--- config.mk ---
export PLATFORM = sky130hd
export DESIGN_NAME = stream_serializer
export DESIGN_NICKNAME = d
export VERILOG_FILES = /design/src/rtl/ser_pkg.sv /design/src/rtl/ser_beat_counter.sv /design/src/rtl/stream_serializer.sv
export SDC_FILE = /design/constraint.sdc
export NUM_CORES = 1
export LEC_CHECK = 0
export CAP_MARGIN = 25
export CORE_MARGIN = 2
export CORE_UTILIZATION = 40
export CTS_CLUSTER_DIAMETER = 150
export DETAILED_ROUTE_END_ITERATION = 8
export HOLD_SLACK_MARGIN = 0.1
export PLACE_DENSITY = 0.65
export SLEW_MARGIN = 10
export SYNTH_ARGS = -nofsm -noshare
export SYNTH_HDL_FRONTEND = slang
export SYNTH_SLANG_ARGS = --single-unit
export TNS_END_PERCENT = 1
--- constraint.sdc ---
create_clock -name CLK -period 1.9 [get_ports CLK]
set_input_delay 0.285 -clock CLK [delete_from_list [all_inputs] [get_ports CLK]]
set_output_delay 0.285 -clock CLK [all_outputs]
set_load 0.05 [all_outputs]
--- src/rtl/ser_pkg.sv ---
// Shared types and build-time helpers for stream_serializer.
// Macro SER_PARITY_EN adds one per-lane even-parity beat after the data beats.
package ser_pkg;

  typedef enum logic {
    StIdle  = 1'b0,
    StShift = 1'b1
  } ser_state_e;

  // Bit n set when n is a legal lane count (1, 2, 4, 8).
  localparam logic [8:0] SER_LEGAL_LANES = 9'b1_0001_0110;

  function automatic int unsigned ser_beats(input int unsigned data_w, input int unsigned lanes);
`ifdef SER_PARITY_EN
    return data_w / lanes + 1;
`else
    return data_w / lanes;
`endif
  endfunction

  function automatic int unsigned ser_cnt_w(input int unsigned beats);
    return (beats > 1) ? $clog2(beats) : 1;
  endfunction

endpackage

--- src/rtl/ser_beat_counter.sv ---
// Synchronous-reset modulo-BEATS beat counter; load restarts at beat 0.
module ser_beat_counter #(
  parameter int unsigned BEATS = 16,
  parameter int unsigned CNT_W = 4
) (
  input  logic             i_clk,
  input  logic             i_reset,
  input  logic             i_load,
  input  logic             i_enable,
  output logic [CNT_W-1:0] o_cnt,
  output logic             o_last
);

  logic [CNT_W-1:0] r_cnt;
  logic             w_last;

  assign w_last = (r_cnt == CNT_W'(BEATS - 1));

  always_ff @(posedge i_clk) begin
    if (i_reset || i_load) begin
      r_cnt <= '0;
    end else if (i_enable) begin
      r_cnt <= w_last ? '0 : r_cnt + CNT_W'(1);
    end
  end

  assign o_cnt  = r_cnt;
  assign o_last = w_last;

endmodule

--- src/rtl/stream_serializer.sv ---
// Single-clock parallel-to-serial converter with valid/ready input and gapless reload.
// Define SER_PARITY_EN to append a per-lane even-parity beat to every word.
module stream_serializer
  import ser_pkg::*;
#(
  parameter int unsigned DATA_W    = 16,
  parameter int unsigned LANES     = 1,
  parameter bit          MSB_FIRST = 1'b0
) (
  input  logic              CLK,
  input  logic              RESET,
  input  logic [DATA_W-1:0] PAR_IN,
  input  logic              IN_VALID,
  output logic              IN_READY,
  output logic [LANES-1:0]  SERIAL_OUT,
  output logic              OUT_VALID,
  output logic              FRAME_START,
  output logic              BUSY
);

  localparam int unsigned BEATS = ser_beats(DATA_W, LANES);
  localparam int unsigned CNT_W = ser_cnt_w(BEATS);

  if ((LANES > 8) || !SER_LEGAL_LANES[LANES[3:0]]) begin : g_bad_lanes
    $error("stream_serializer: LANES must be 1, 2, 4 or 8");
  end
  if ((DATA_W % LANES) != 0) begin : g_bad_width
    $error("stream_serializer: DATA_W must be a multiple of LANES");
  end

  ser_state_e       r_state, w_state_next;
  logic [DATA_W-1:0] r_shift;
  logic [LANES-1:0]  r_serial;
  logic              r_out_valid;
  logic              r_frame_start;

  logic [CNT_W-1:0]  w_cnt;
  logic              w_last;
  logic              w_in_ready;
  logic              w_accept;
  logic              w_advance;
  logic [LANES-1:0]  w_load_beat;
  logic [LANES-1:0]  w_next_beat;
  logic [DATA_W-1:0] w_load_rest;
  logic [DATA_W-1:0] w_shift_rest;

  assign w_in_ready = !RESET && ((r_state == StIdle) ||
                                 ((r_state == StShift) && (w_cnt == CNT_W'(BEATS - 1))));
  assign w_accept   = IN_VALID && w_in_ready;
  assign w_advance  = (r_state == StShift) && !w_last;

  // The shift register keeps only the beats still to be sent, next one at the exit end.
  assign w_load_beat  = MSB_FIRST ? PAR_IN[DATA_W-1 -: LANES]  : PAR_IN[LANES-1:0];
  assign w_next_beat  = MSB_FIRST ? r_shift[DATA_W-1 -: LANES] : r_shift[LANES-1:0];
  assign w_load_rest  = MSB_FIRST ? (PAR_IN << LANES)  : (PAR_IN >> LANES);
  assign w_shift_rest = MSB_FIRST ? (r_shift << LANES) : (r_shift >> LANES);

  ser_beat_counter #(
    .BEATS (BEATS),
    .CNT_W (CNT_W)
  ) u_beat_counter (
    .i_clk    (CLK),
    .i_reset  (RESET),
    .i_load   (w_accept),
    .i_enable ((r_state == StShift) && !w_accept),
    .o_cnt    (w_cnt),
    .o_last   (w_last)
  );

  always_ff @(posedge CLK) begin
    if (RESET) begin
      r_state <= StIdle;
    end else begin
      r_state <= w_state_next;
    end
  end

  always_comb begin
    w_state_next = r_state;
    unique case (r_state)
      StIdle:  if (w_accept) w_state_next = StShift;
      StShift: if (w_last && !w_accept) w_state_next = StIdle;
      default: w_state_next = StIdle;
    endcase
  end

`ifdef SER_PARITY_EN
  localparam int unsigned DBEATS = DATA_W / LANES;

  // XOR of every data beat presented so far in the current word.
  logic [LANES-1:0] r_par;
  logic             w_data_done;

  assign w_data_done = (w_cnt == CNT_W'(DBEATS - 1));

  always_ff @(posedge CLK) begin
    if (RESET) begin
      r_par <= '0;
    end else if (w_accept) begin
      r_par <= w_load_beat;
    end else if (w_advance && !w_data_done) begin
      r_par <= r_par ^ w_next_beat;
    end
  end
`endif

  always_ff @(posedge CLK) begin
    if (RESET) begin
      r_shift       <= '0;
      r_serial      <= '0;
      r_out_valid   <= 1'b0;
      r_frame_start <= 1'b0;
    end else if (w_accept) begin
      r_shift       <= w_load_rest;
      r_serial      <= w_load_beat;
      r_out_valid   <= 1'b1;
      r_frame_start <= 1'b1;
    end else if (w_advance) begin
      r_out_valid   <= 1'b1;
      r_frame_start <= 1'b0;
`ifdef SER_PARITY_EN
      if (w_data_done) begin
        r_serial <= r_par;
      end else begin
        r_serial <= w_next_beat;
        r_shift  <= w_shift_rest;
      end
`else
      r_serial <= w_next_beat;
      r_shift  <= w_shift_rest;
`endif
    end else begin
      r_serial      <= '0;
      r_out_valid   <= 1'b0;
      r_frame_start <= 1'b0;
    end
  end

  assign IN_READY    = w_in_ready;
  assign SERIAL_OUT  = r_serial;
  assign OUT_VALID   = r_out_valid;
  assign FRAME_START = r_frame_start;
  assign BUSY        = (r_state == StShift);

endmodule

**Clock distribution**

Scale: 8 px per µm.
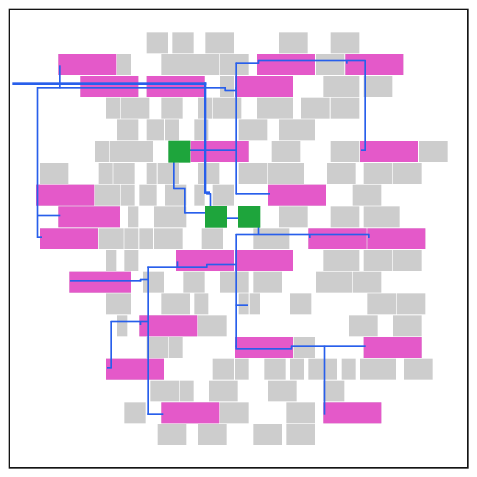
legend:
  green:
    item: clock-net drivers
    count: 3
  blue:
    item: clock wires
    length: 275 µm
  magenta:
    item: flip-flops
    count: 23
flops lie: all over the die
routed clock nets: 4
clock share of power: 22.4%
P_clk: 221 µW

**M3 wires**

Scale: 8 px per µm.
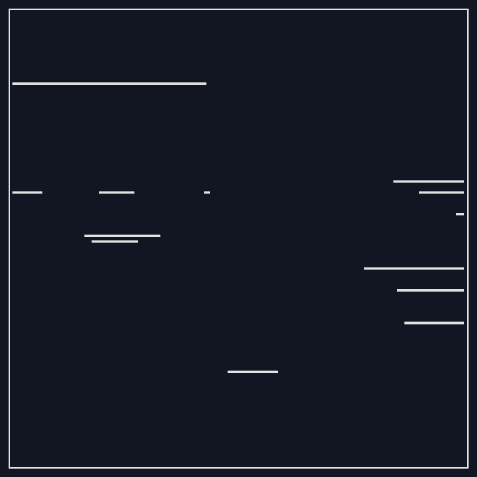
share of all routed wire: 3.9%
nets with wire on the layer: 11
main direction: horizontal
longest straight run: 23.9 µm
met3 Use GR: 3.85%
WL final: 2410 µm

==> ci_impl_report.md <==
## Implementation flow summary

| Metric | Value |
|---|---|
| Status | completed |
| Pins Over Slew Limit | 0 |
| Yosys aoi share | 19.9% |
| Pin count of the biggest net entering global routing | 16 |
| Vias in the first global route | 920 |
| Post-synth top area cell | dfxtp_1 |
| Vias after detailed routing | 890 |
| Register bit total from synthesis | 23 |
| Via/cell ratio | between 5 and 6 |
| H-tree levels | 1 |
| Global-route usage over all layers | between 10% and 20% |
| Site row count | 19 |
| Mapped Area | approximately 1100 µm² |
| Antenna-violating nets left | 0 |
| Sequential Power Share | 55.1% |
| HP Class | reg2reg |
| Number of flip-flops in the largest register | 15 |
| I/O pin count | 24 |
| Slew @ Worst Pin | ~0.51 ns |
| Slew HR | 65.7% |
| Most numerous logic cells after layout | dfxtp_1, clkdlybuf4s50_1, mux2i_1, buf_4 |
| FILL cells | roughly 250 |
| Post-synth EDFFs | 0 |
| Mapped Cells | about 100 |
| MaxCap Viol Count | 0 |
| Placed cells | approximately 160 |
| Chip Height | 57.1 µm |
| N_diodes | 0 |
| Fmax achieved | 559 MHz |
| Top-count cell post-synth | dfxtp_1 |
| CTS clk-pin slew, worst paths | between 0.1 and 0.15 ns |
| Starting Density | 41.7% |
| CTS tree | done |
| Design Area, Final | 1430 µm² |
| Switching power | 272 µW |
| Top sig layer | met4 |
| Die area | 3270 µm² |
| Worst setup margin | 0.110 ns |
| Resize count post-CTS | 0 |
| Routed wire length on met2 | 1160 µm |
| Post-Place Worst Slack | between 0.3 and 0.4 ns |
| Core ar. | between 2000 and 3000 µm² |
| Async SR Flop Fraction | 0% |
| Initial antenna violation count | 0 |
| Slowest CP cell | dfxtp_2 |
| First-pass GRT wire length | between 4000 and 5000 µm |
| Final hold vios | 0 |
| Worst clock skew | 0.00946 ns |
| Setup TNS Final | 0 ns |
| Finish-stage setup viols | 0 |
| P&R area growth vs syn | 26.7% |
| Mux share | 14.2% |
| Dominant Register Cell | dfxtp_1 |
| Drt pass-1 iters | 4 |
| Internal power | 714 µW |
| Input/output buffers | 23 |
| Worst path max stage delay | 0.39 ns |
| Number of OpenROAD warnings | 26 |
| Fin crit share | 94.2% |
| DRT iter0 DRCs | 20 |
| Met3 wire length | 94 µm |
| CP arrival | 1.50 ns |
| Layout Nets | ~150 |
| Wire length per cell | ~15 µm |
| Crit-path max FO | 5 |
| Top-area cell share | 40.8% |
| WL met1 | between 1000 and 1500 µm |
| P_leak | 0.535 nW |
| CTS Root Cell | clkbuf_4 |
| Power share of the combinational group | roughly 23% |
| Clk buf depth | 2 |
| # hold bufs at CTS | 0 |
| VDD IR-drop max | between 0.4 and 0.5 mV |
| Critical path's top delay family | simple AND/OR/NAND/NOR gates |
| Simple share | between 15 and 20% |
| Synth Seq Share | 40.8% |
| XOR-XNOR Cells, Area Fraction | 0% |
| Critical Path RT | 1.62 ns |
| WP buf/inv | 1 |
| Top cells by count | dfxtp_1, mux2i_1, a211oi_2, nor3_1, nor3_2 |
| Dominant kind of combinational cell | AND-OR/OR-AND gates |
| Biggest register | r_shift |
| CP startpoint kind | flop |
| Crit end category | primary output |
| Cell area leaders | dfxtp_1, mux2i_1, a211oi_2, nor3_2, a211oi_1 |
| Drt drc | 0 |
| Postcts setup bufs | 0 |
| Chip width | 57.1 µm |
| Yosys cell count | between 100 and 150 |
| Post-Syn Nets | between 100 and 150 |
| Min cycle time layout | between 1.5 and 2 ns |
| Critical path class | reg2out |
| Placed cell areas | 1400 µm² |
| Syn_area_per_cell | 10.9 µm² |
| Post-DP HPWL | 1710 µm |
| Sw Ratio | ~28% |
| Fraction of layout cells with a size suffix above 1 | 28.0% |
| RSZ-0062 raised after global routing | no |
| Cell Pwr Density | 689 nW/µm² |
| Synth cell types | 24 |
| Gpl congestion | roughly 0.85 |
| Adders+Majority by Area | 1.11% |
| GRT overflow | 0 |
| Crit path cell chain | ha_2 > and3_1 > nor2_4 > nor2_2 > buf_12 |
| Yosys stat area | about 1100 µm² |
| Ys Warns | 0 |
**The clock network**

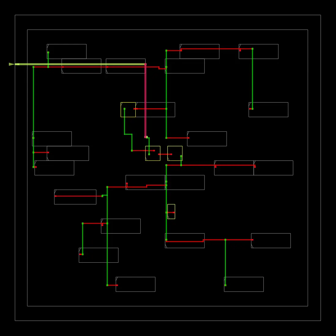
# clk buffers: 4
Num CTS Buffers: 3
registers: 23
Insertion Delay late pin: 0.30 ns
clock sink count: 23

**Gate-type map**

Scale: 4 px per µm.
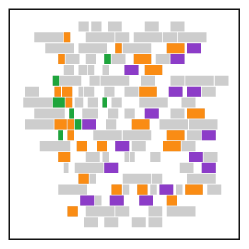
legend:
  orange:
    family: aoi and oai cells
    cells: 26
  green:
    family: nand cells
    cells: 7
    where: left middle
  purple:
    family: mux cells
    cells: 16
Final Non-Filler Cells: 163
Comb/total area: 40.5%

[path summary, 6_finish.rpt]
| check | start | to | slack [ns] | cells past startpoint |
|---|---|---|---|---|
| worst min register to register | r_shift[0]$_SDFFE_PP0P_ | SERIAL_OUT$_SDFF_PP0_ | 0.50 | 2 |
| worst max register to register | u_beat_counter.o_cnt[1]$_SDFFE_PP0P_ | r_shift[6]$_SDFFE_PP0P_ | 0.45 | 5 |
| worst min-delay path | r_shift[0]$_SDFFE_PP0P_ | SERIAL_OUT$_SDFF_PP0_ | 0.50 | 2 |
| worst max-delay path | u_beat_counter.o_cnt[1]$_SDFFE_PP0P_ | IN_READY | 0.11 | 5 |
[stage by stage]
stage	hold WS, ns	utilization (%)	power (mW)
floorplan	0.357	-	0.692
global placement	0.484	51.7	0.770
detailed placement	0.484	51.7	0.775
CTS	0.502	52.6	1.00
global route	0.534	52.8	1.05
finish	0.501	52.8	0.986
[power by group through the flow]
stage | clock (mW) | combinational (mW) | sequential (mW)
floorplan | 0 | 0.127 | 0.565
global placement | 0 | 0.219 | 0.551
detailed placement | 0 | 0.223 | 0.552
CTS | 0.236 | 0.224 | 0.542
global route | 0.259 | 0.240 | 0.547
finish | 0.221 | 0.222 | 0.543
[worst min-delay path, cell delays in order (launching register included)]
cell and delay (ns):
dfxtp_1 0.34, nand3_1 0.07, a21oi_1 0.05
[layout make-up]
cell class              count  area (µm²)  area share [%]
inverters                   3        11.3           0.787
flip-flops and latches     23         463            32.3
well taps                  31        38.8            2.71
multi-input cells          69         579            40.5
repair buffers             33         313            21.9
clock buffers               4        26.3            1.84
[metal layers]
layer,vias to the layer above,GRT usage [%]
li1,447,-
met1,424,21.8
met2,17,25.8
met3,2,3.85
met4,0,4.65
met5,-,0
No activity file was given, so power comes from the tool's default toggle rates.
